### config.mk
export PLATFORM = sky130hd
export DESIGN_NAME = const_seq_gen
export DESIGN_NICKNAME = d
export VERILOG_FILES = /design/src/rtl/const_seq_gen_pkg.sv /design/src/rtl/const_seq_gen_step.sv /design/src/rtl/const_seq_gen.sv
export SDC_FILE = /design/constraint.sdc
export NUM_CORES = 1
export LEC_CHECK = 0
export CAP_MARGIN = 20
export CORE_MARGIN = 2
export CORE_UTILIZATION = 39
export DETAILED_ROUTE_END_ITERATION = 12
export GPL_TIMING_DRIVEN = 0
export PLACE_DENSITY = 0.79
export SLEW_MARGIN = 20
export SYNTH_ARGS = -nofsm -noshare
export SYNTH_HDL_FRONTEND = slang
export SYNTH_SLANG_ARGS = --single-unit
### constraint.sdc
create_clock -name const_seq_gen_clk -period 1.32 [get_ports const_seq_gen_clk]
set_clock_uncertainty 0.2 [all_clocks]
set_input_delay 0.132 -clock const_seq_gen_clk [delete_from_list [all_inputs] [get_ports const_seq_gen_clk]]
set_output_delay 0.132 -clock const_seq_gen_clk [all_outputs]
set_load 0.01 [all_outputs]
### src/rtl/const_seq_gen_pkg.sv
// Shared definitions for the constant/sequence source: mode codes, the
// sequence direction state, and the load clamp helper.
// No ports; imported by const_seq_gen and const_seq_gen_step.
package const_seq_gen_pkg;

  // Sequence modes selected by the MODE parameter
  localparam int MODE_CONST = 0;
  localparam int MODE_WRAP  = 1;
  localparam int MODE_SAT   = 2;
  localparam int MODE_TRI   = 3;

  // DOWN is only used by the triangle mode, HOLD only by the saturating mode
  typedef enum logic [1:0] {
    ST_UP   = 2'd0,
    ST_DOWN = 2'd1,
    ST_HOLD = 2'd2
  } state_t;

  // Restrict a run-time load value to the legal [lo, hi] window
  function automatic logic [31:0] clamp(input logic [31:0] v,
                                        input logic [31:0] lo,
                                        input logic [31:0] hi);
    if (v < lo) return lo;
    if (v > hi) return hi;
    return v;
  endfunction

endpackage

### src/rtl/const_seq_gen_step.sv
// Purpose: combinational next-step arithmetic for the sequence generator.
// Latency: none (pure combinational).
// Backpressure: none; the caller decides whether the step is taken.
// Ports: value/state in -> nxt_value, nxt_state, wrap pulse, done level out.
module const_seq_gen_step
  import const_seq_gen_pkg::*;
#(
  parameter int WIDTH = 12,
  parameter int START = 3,
  parameter int STEP  = 1,
  parameter int LIMIT = 4095,
  parameter int MODE  = MODE_CONST
) (
  input  logic [WIDTH-1:0] value,
  input  state_t           state,
  output logic [WIDTH-1:0] nxt_value,
  output state_t           nxt_state,
  output logic             wrap,
  output logic             done
);

  localparam int W1 = WIDTH + 1;

  // One extra bit of headroom so value + STEP can never silently overflow
  localparam logic [WIDTH:0]   STEP_W  = W1'(STEP);
  localparam logic [WIDTH:0]   START_W = W1'(START);
  localparam logic [WIDTH:0]   LIMIT_W = W1'(LIMIT);
  localparam logic [WIDTH:0]   LOW_THR = START_W + STEP_W;
  localparam logic [WIDTH-1:0] STEP_V  = WIDTH'(STEP);
  localparam logic [WIDTH-1:0] START_V = WIDTH'(START);
  localparam logic [WIDTH-1:0] LIMIT_V = WIDTH'(LIMIT);

  logic [WIDTH:0] up_sum;
  assign up_sum = {1'b0, value} + STEP_W;

  always_comb begin
    nxt_value = value;
    nxt_state = state;
    wrap      = 1'b0;
    done      = 1'b0;
    // A zero step degenerates every mode into a constant source
    if (STEP != 0) begin
      case (MODE)
        MODE_WRAP: begin
          if (up_sum > LIMIT_W) begin
            nxt_value = START_V;
            wrap      = 1'b1;
          end else begin
            nxt_value = up_sum[WIDTH-1:0];
          end
        end
        MODE_SAT: begin
          if (state != ST_HOLD) begin
            if (up_sum >= LIMIT_W) begin
              nxt_value = LIMIT_V;
              nxt_state = ST_HOLD;
              wrap      = 1'b1;
            end else begin
              nxt_value = up_sum[WIDTH-1:0];
            end
          end
        end
        MODE_TRI: begin
          if (state == ST_DOWN) begin
            // Compare before subtracting so the descent never dips below START
            if ({1'b0, value} < LOW_THR) begin
              nxt_value = START_V;
              nxt_state = ST_UP;
              wrap      = 1'b1;
            end else begin
              nxt_value = value - STEP_V;
            end
          end else begin
            if (up_sum >= LIMIT_W) begin
              nxt_value = LIMIT_V;
              nxt_state = ST_DOWN;
            end else begin
              nxt_value = up_sum[WIDTH-1:0];
            end
          end
        end
        default: ;
      endcase
    end
    done = (nxt_state == ST_HOLD);
  end

endmodule

### src/rtl/const_seq_gen.sv
// Purpose: constant or sequence source (wrap/saturate/triangle ramp) with load.
// Latency: one cycle from an enabled edge or load to the new out_value.
// Backpressure: none; in_disable freezes the sequence and drops out_valid.
// Ports: clk, async reset, sync init, in_disable, in_load/in_value ->
//        out_value, out_valid, out_wrap (pulse), out_done (SAT level).
module const_seq_gen
  import const_seq_gen_pkg::*;
#(
  parameter int WIDTH = 12,
  parameter int START = 3,
  parameter int STEP  = 1,
  parameter int LIMIT = 4095,
  parameter int MODE  = MODE_CONST
) (
  input  logic             const_seq_gen_clk,
  input  logic             const_seq_gen_reset,
  input  logic             const_seq_gen_init,
  input  logic             const_seq_gen_in_disable,
  input  logic             const_seq_gen_in_load,
  input  logic [WIDTH-1:0] const_seq_gen_in_value,
  output logic [WIDTH-1:0] const_seq_gen_out_value,
  output logic             const_seq_gen_out_valid,
  output logic             const_seq_gen_out_wrap,
  output logic             const_seq_gen_out_done
);

  localparam logic [WIDTH-1:0] START_V = WIDTH'(START);

  logic [WIDTH-1:0] value_q;
  state_t           state_q;
  logic             valid_q;
  logic             wrap_q;
  logic             done_q;

  logic [WIDTH-1:0] step_value;
  state_t           step_state;
  logic             step_wrap;
  logic             step_done;
  logic [WIDTH-1:0] load_value;

  const_seq_gen_step #(
    .WIDTH (WIDTH),
    .START (START),
    .STEP  (STEP),
    .LIMIT (LIMIT),
    .MODE  (MODE)
  ) u_step (
    .value     (value_q),
    .state     (state_q),
    .nxt_value (step_value),
    .nxt_state (step_state),
    .wrap      (step_wrap),
    .done      (step_done)
  );

  assign load_value = WIDTH'(clamp(32'(const_seq_gen_in_value), 32'(START), 32'(LIMIT)));

  // Priority: init > disable > load > step
  always_ff @(posedge const_seq_gen_clk or posedge const_seq_gen_reset) begin
    if (const_seq_gen_reset) begin
      value_q <= START_V;
      state_q <= ST_UP;
      valid_q <= 1'b0;
      wrap_q  <= 1'b0;
      done_q  <= 1'b0;
    end else if (const_seq_gen_init) begin
      value_q <= START_V;
      state_q <= ST_UP;
      valid_q <= 1'b0;
      wrap_q  <= 1'b0;
      done_q  <= 1'b0;
    end else if (const_seq_gen_in_disable) begin
      valid_q <= 1'b0;
      wrap_q  <= 1'b0;
    end else begin
      valid_q <= 1'b1;
      if (const_seq_gen_in_load) begin
        value_q <= load_value;
        state_q <= ST_UP;
        wrap_q  <= 1'b0;
        done_q  <= 1'b0;
      end else begin
        value_q <= step_value;
        state_q <= step_state;
        wrap_q  <= step_wrap;
        done_q  <= step_done;
      end
    end
  end

  assign const_seq_gen_out_value = value_q;
  assign const_seq_gen_out_valid = valid_q;
  assign const_seq_gen_out_wrap  = wrap_q;
  assign const_seq_gen_out_done  = done_q;

endmodule
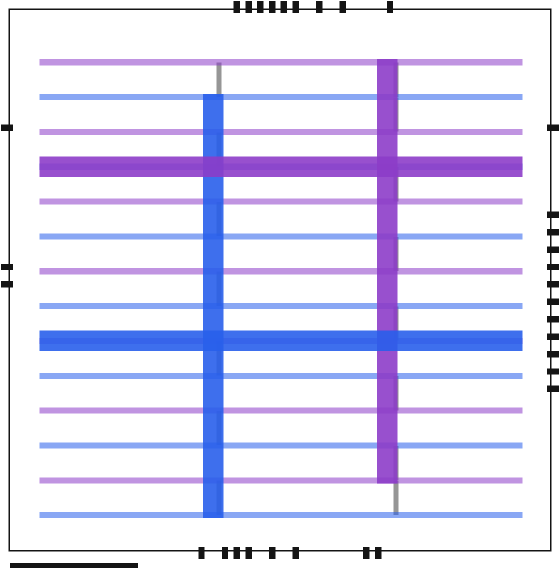
Figure 1: run 1, power grid.
Bar = 10 um. Pins as bars on the die edge. Tap cells in gray.
Blue shows VSS. Purple shows VDD.
15 tap cells. 2 straps on met4. 32 signal pins sit on the boundary. 14 met1 rails follow the rows. The core has 13 rows.
peak ir drop on the vdd network: 0.478 mV
core outline area: 1330 sq um
die span in y: 42.2 um

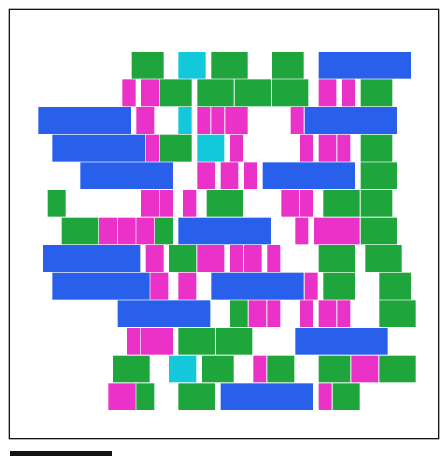
Figure 2: run 1, placement by cell class.
Bar = 10 um.
Green shows other buffers and delay cells, cells 35. Magenta shows combinational and other logic, cells 46. Cyan shows clock drivers and dummy loads, cells 4. Blue shows flops, cells 13.
post-route cell area: 903 sq um
number of standard-cell rows in the floorplan: 13

==> run notes, run 1 <==
The run has ended; figures from its reports follow.

The max-capacitance violation count is 0. The final estimated routing congestion in global placement is ~0.76. Overall routing resource usage recorded by global route was 0.160.

The count of filler cells inserted in the layout is ~110. The part of the total power dissipated in combinational logic is 0.184. The start point of the critical path is const_seq_gen_out_value[10]$_DFFE_PP0P_.

The startpoint of the most critical register-to-register path is const_seq_gen_out_value[0]$_DFFE_PP1P_. The die area came out at 1780 sq um. The met3 track demand over resource in global routing came out at 0.0388.

The total overflow reported by the global router came out at 0. The met2 usage in global routing is 0.258. The number of antenna violations at the first check in global routing came out at 0.

The post-synthesis register bit count came out at 13. Looking at the cell usage after synthesis, the top flip-flop cell is sky130_fd_sc_hd__dfrtp_1. The maximum clock path buffer count came out at 2. The capturing element of the worst setup path is const_seq_gen_out_value[10]. The mean routed wirelength per cell is 11.8 um.

The share of post-route cells with drive strength above 1 came out at 0.153. The synthesis report lists the most area-consuming cells as sky130_fd_sc_hd__dfrtp_1, sky130_fd_sc_hd__nand2_1, sky130_fd_sc_hd__a21oi_1. The clock drives 13 sinks. The routed design could run at a clock period as short as 1280 ps. The count of distinct cell types in the synthesized netlist is 15. The run finished with clean final reports. The layout overhead on the synthesized area came out at 59.0%.

The global routing usage on met1 came out at 0.200. STA classifies the critical path endpoint as a primary output. In the per-layer breakdown of the detailed-route log, met1 shows around 590 um. Per the detailed-route log, wirelength across all metal layers totals 1340 um. The share of the clock period used by the worst path is 0.971.

The cell depth of the worst min-delay path came out at 2. The total of buffers placed on input and output ports came out at 29. The HPWL after detailed placement came out at 1020 um.

Counting flops with an async set or reset pin after synthesis yields a share of 1.00. The number of warnings reported in the stage logs is 26. The part of the Yosys area used for sequential elements is 0.577.

Entering global routing, the biggest net connects 14 pins. The accumulated negative setup slack came out at 0 ps.
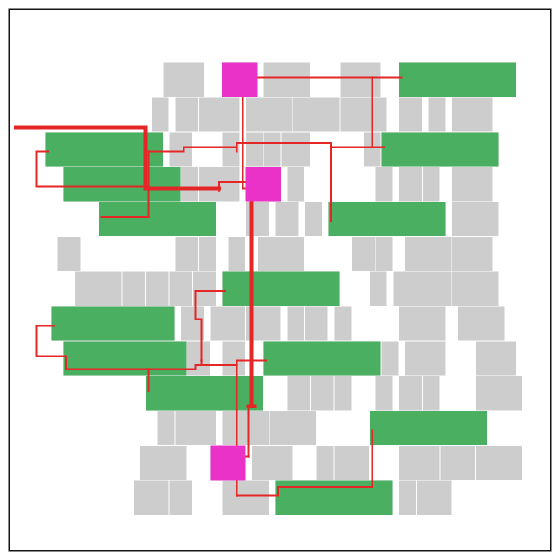
Figure 3: run 1, clock network drawn from the DEF.
Magenta shows clock drivers, count 3. Green shows flip-flops, count 13. Red shows clock wires, length 182 um.
There are 4 routed clock nets.
clock insertion delay at the later pin of the skew report: 280 ps
power share of the clock group: 0.303
clock distribution power: 0.251 mW

[run 1: registers in the layout, summed over array words and instances (netlist names)]
register,count
const_seq_gen_out_value,12
const_seq_gen_out_valid,1
[run 1: layout by cell type (no fill, tap or decap), types with 2 or more instances in the layout]
cell and count:
sky130_fd_sc_hd__dfstp_2 2, sky130_fd_sc_hd__dlygate4sd2_1 11, sky130_fd_sc_hd__clkdlybuf4s50_1 16, sky130_fd_sc_hd__conb_1 2, sky130_fd_sc_hd__dfrtp_1 11, sky130_fd_sc_hd__buf_2 4
sky130_fd_sc_hd__nand2_1 20, sky130_fd_sc_hd__nor3_1 4, sky130_fd_sc_hd__clkbuf_4 3, sky130_fd_sc_hd__buf_4 3, sky130_fd_sc_hd__a21oi_1 12
[run 1: metrics by stage]
step | power (mW) | setup WS, ps
CTS | 0.836 | 7.14
finish | 0.829 | 38.3
global route | 0.869 | 0.0491
global placement | 0.595 | -159
detailed placement | 0.596 | -209
floorplan | 0.494 | 363
[run 1: area by class of cell]
class	count	area, sq um	share of cell area
buffer	5	32.5	0.0360
sequential	13	328	0.363
inverter	1	7.51	0.00831
timing repair buffer	30	277	0.306
multi-input combinational	45	214	0.237
clock buffer	4	26.3	0.0291
tap	15	18.8	0.0208
[run 1: kinds of logic (layout without fill, tap and decap cells)]
| kind of cell | count (synthesis) | count (layout) | share of synthesized area |
|---|---|---|---|
| AND/OR/NAND/NOR | 30 | 30 | 0.233 |
| AND-OR/OR-AND | 13 | 13 | 0.119 |
| flip-flops | 13 | 13 | 0.577 |
| buffers and inverters | 6 | 40 | 0.0639 |
| other | 1 | 2 | 0.00660 |
[run 1: what timing repair did]
action,4_1_cts,5_1_grt
pin swaps,0,0
setup endpoints to repair,13,14
hold buffers,1,0
resized,19,2
endpoints found under the hold margin,11,0
Figure 4. Routing congestion map (run 1).
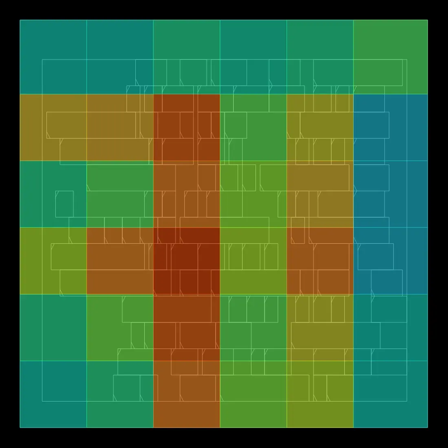

==> run 2: changes to the inputs <==
- clock period: 1.32 -> 1.61 ns (I/O delays scaled with it)
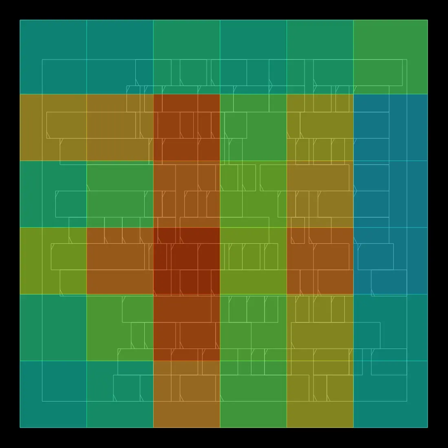
Figure 5: run 2, routing congestion map.
core occupancy in the finished layout: 0.678
global routing met2 resource utilization: 0.255
GRT busiest layer: met2
Tot GR Track Use: 0.158

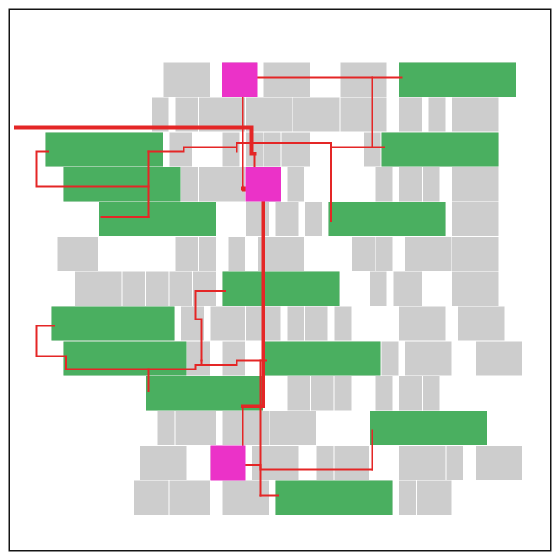
Figure 6: run 2, clock network drawn from the DEF.
clock distribution power: 0.206 mW
power share of the clock group: 0.301

==> run notes, run 2 <==
The run has ended; figures from its reports follow.

The final estimated routing congestion in global placement came out at 0.758. In the final timing run, aggregate negative setup slack is 0 ps. STA classifies the critical path endpoint as a primary output. The number of logged tool warnings came out at 26. The worst-case hold slack came out at -3.44 ps.

After detailed routing, the total wire length is roughly 1300 um. The total of buffers placed on input and output ports came out at 29. Sorting the synthesized cells by area gives the leading types as sky130_fd_sc_hd__dfrtp_1, sky130_fd_sc_hd__nand2_1, sky130_fd_sc_hd__a21oi_1. The count of filler cells inserted in the layout is between 100 and 150. The post-synthesis register bit count came out at 13. The total overflow reported by the global router is 0. Per the synthesis report, the number of distinct cell types is 15.

According to the timing report, the critical path is launched from const_seq_gen_out_value[10]$_DFFE_PP0P_. The number of antenna violations at the first check in global routing is 0. The time the final worst path needs with I/O delays and setup is around 1500 ps. The final tally of hold violations is 11.

The run finished, with violations left. The final reports fail on hold timing. The layout overhead on the synthesized area is 59.3%. The layout summary lists the proportion of cells stronger than drive strength 1 as 0.113.
-- run 2: report_power, final --
group / switching [mW] / internal [mW] / leakage [nW] / total, mW
clock: 0.110 / 0.0962 / 0.0150 / 0.206
sequential: 0.00683 / 0.343 / 0.170 / 0.349
combinational: 0.0550 / 0.0751 / 0.193 / 0.130
-- run 2: logic make-up (layout without fill, tap and decap cells) --
kind of cell    after synthesis  after routing  share of synthesized area
flops                        13             13                      0.577
other cells                   1              2                    0.00660
compound gates               13             13                      0.119
simple gates                 30             30                      0.233
buf+inv                       6             39                     0.0639
-- run 2: timing repair --
action,4_1_cts,5_1_grt
hold endpoints to repair,0,0
resized,2,0
endpoints found under the setup margin,2,0
-- run 2: per-layer routing --
metal  track usage  up-vias  routed length, um
li1              -      273                  -
met1         0.197      243                574
met2         0.255       19                625
met3        0.0388        2                109
met4        0.0750        0                 17
met5             0        -                  0
-- run 2: through the flow --
stage	total power, mW	util	worst slack, ps	cell area, sq um	hold WS, ps
4_1_cts	0.693	0.678	64.6	905	15.4
5_1_grt	0.718	0.678	19.5	905	62.9
2_1_floorplan	0.405	-	653	572	-163
3_5_place_dp	0.489	0.660	52.3	881	315
6_report	0.686	0.678	76.0	905	-3.44
3_3_place_gp	0.488	0.660	102	881	310
-- run 2: cell type report --
| type | count | share of cell area |
|---|---|---|
| multi-input cells | 45 | 0.230 |
| flip-flops and latches | 13 | 0.362 |
| well taps | 15 | 0.0207 |
| plain buffers | 5 | 0.0360 |
| repair buffers | 29 | 0.318 |
| inverters | 1 | 0.00415 |
| clock buffers | 4 | 0.0290 |
Figure 7. Power grid (run 2).
Bar = 10 um. Pins as bars on the die edge. Tap cells in gray.
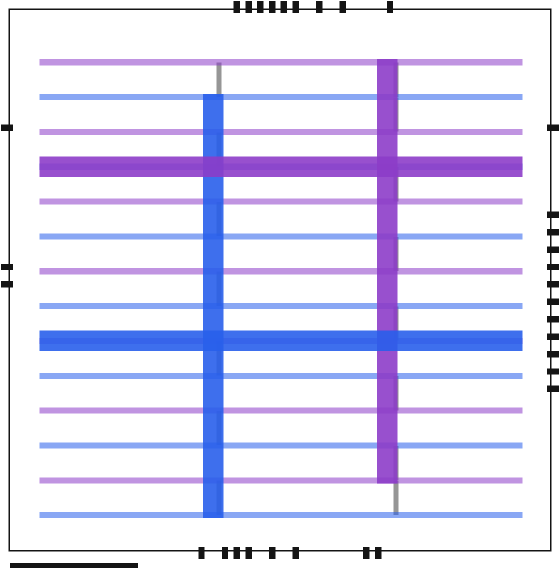

==> run 3: changes to the inputs <==
- PLACE_DENSITY: 0.79 -> 0.8
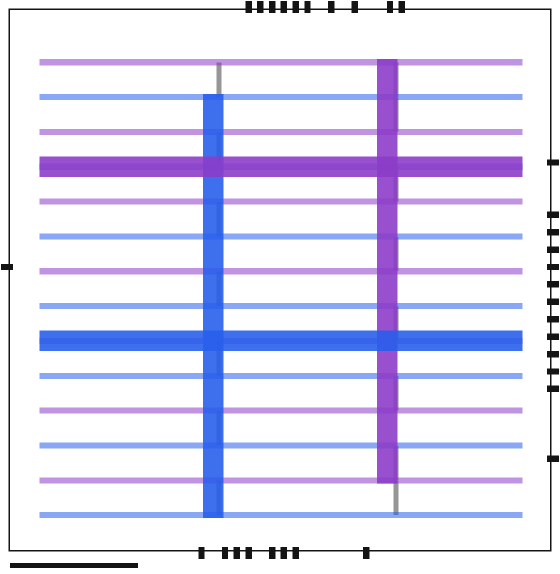
Figure 8: run 3, power grid.
Bar = 10 um. Pins as bars on the die edge. Tap cells in gray.
Purple shows VDD. Blue shows VSS.
14 met1 rails follow the rows. 2 straps on met5. 15 tap cells. 32 signal pins sit on the boundary.
peak ir drop on the vdd network: 0.384 mV
Die Span X: 42.2 um

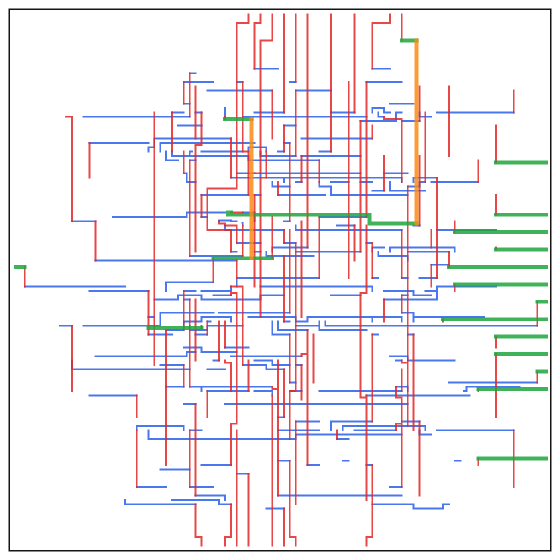
Figure 9: run 3, metal layers overlaid.
Blue shows metal 1, wire length 620 um. Orange shows metal 4, wire length 25.2 um. Green shows metal 3, wire length 89.9 um. Red shows metal 2, wire length 645 um.
average wire length per cell after detail routing: 12.3 um
Detailed Route WL: 1380 um
Tot GR Track Use: 0.174
vias post-DR: 545

==> run notes, run 3 <==
The run has ended; figures from its reports follow.

After synthesis, the netlist uses 15 different library cells. The count of hold-fix buffers inserted at cts is 0. The final tally of hold violations came out at 0. Of the available clock period, the critical path in the final layout requires 0.957. The global route stage reports its total congestion overflow as 0. The final estimated routing congestion in global placement came out at around 0.75. In the final timing run, aggregate negative setup slack is 0 ps. The flow ran to the end, and the final reports show no timing, DRC or antenna violations. Entering global routing, the biggest net connects 14 pins. The clock period could shrink to approximately 1500 ps. The insertion delay to the later sink of the worst-skew pair came out at 270 ps. No sink is reached through more buffers than the 2 on the longest clock path. The number of core rows came out at 13.

The internal power component is slightly above 0.5 mW. Note, the detailed placer reported a final HPWL of 1040 um. Switching power as a fraction of the total was reported as 0.247. The number of logged tool warnings came out at 26.

The type of destination of the critical path is a primary output. The die covers between 1500 and 2000 sq um. The part of the Yosys area used for sequential elements is 0.577. The post-layout worst setup margin came out at slightly below 70 ps. The share of flip-flops with an asynchronous set or reset after synthesis is 1.00.
run 3: cell counts in the layout (fill, tap and decap cells not counted):
No cell type changed its count.
run 3: cell type report:
type                       count  share of cell area
multi-input combinational     45               0.230
clock buffer                   4              0.0290
tap                           15              0.0207
buffer                         5              0.0360
timing repair buffer          29               0.318
inverter                       1             0.00415
sequential                    13               0.362
run 3: routing by layer:
| layer | share of wire | global-route usage | vias to the layer above |
|---|---|---|---|
| met1 | 0.45 | 0.216 | 246 |
| met4 | 0.018 | 0.0750 | 0 |
| met2 | 0.47 | 0.283 | 21 |
| met3 | 0.064 | 0.0474 | 4 |
| li1 | - | - | 274 |
| met5 | 0 | 0 | - |
run 3: power groups by stage:
stage               sequential (mW)  clock (mW)  combinational (mW)
global placement              0.356           0               0.132
floorplan                     0.363           0              0.0421
detailed placement            0.356           0               0.133
global route                  0.352       0.226               0.142
CTS                           0.350       0.207               0.132
finish                        0.350       0.202               0.131
run 3: timing repair:
| item | in CTS | in global routing |
|---|---|---|
| setup endpoints to repair | 2 | 0 |
| buffers inserted | 0 | 0 |
| gates resized | 2 | 0 |
run 3: through the flow:
step | total power [mW] | instance area [sq um] | utilization
floorplan | 0.405 | 572 | -
finish | 0.682 | 905 | 0.678
global placement | 0.487 | 881 | 0.660
CTS | 0.689 | 905 | 0.678
detailed placement | 0.489 | 881 | 0.660
global route | 0.720 | 905 | 0.678
run 3: cell families after synthesis:
| kind of cell | after synthesis | share of synthesized area |
|---|---|---|
| AND-OR/OR-AND | 13 | 0.119 |
| buffers and inverters | 6 | 0.0639 |
| flip-flops | 13 | 0.577 |
| other | 1 | 0.00660 |
| AND/OR/NAND/NOR | 30 | 0.233 |
Power and IR drop assume default switching activity.
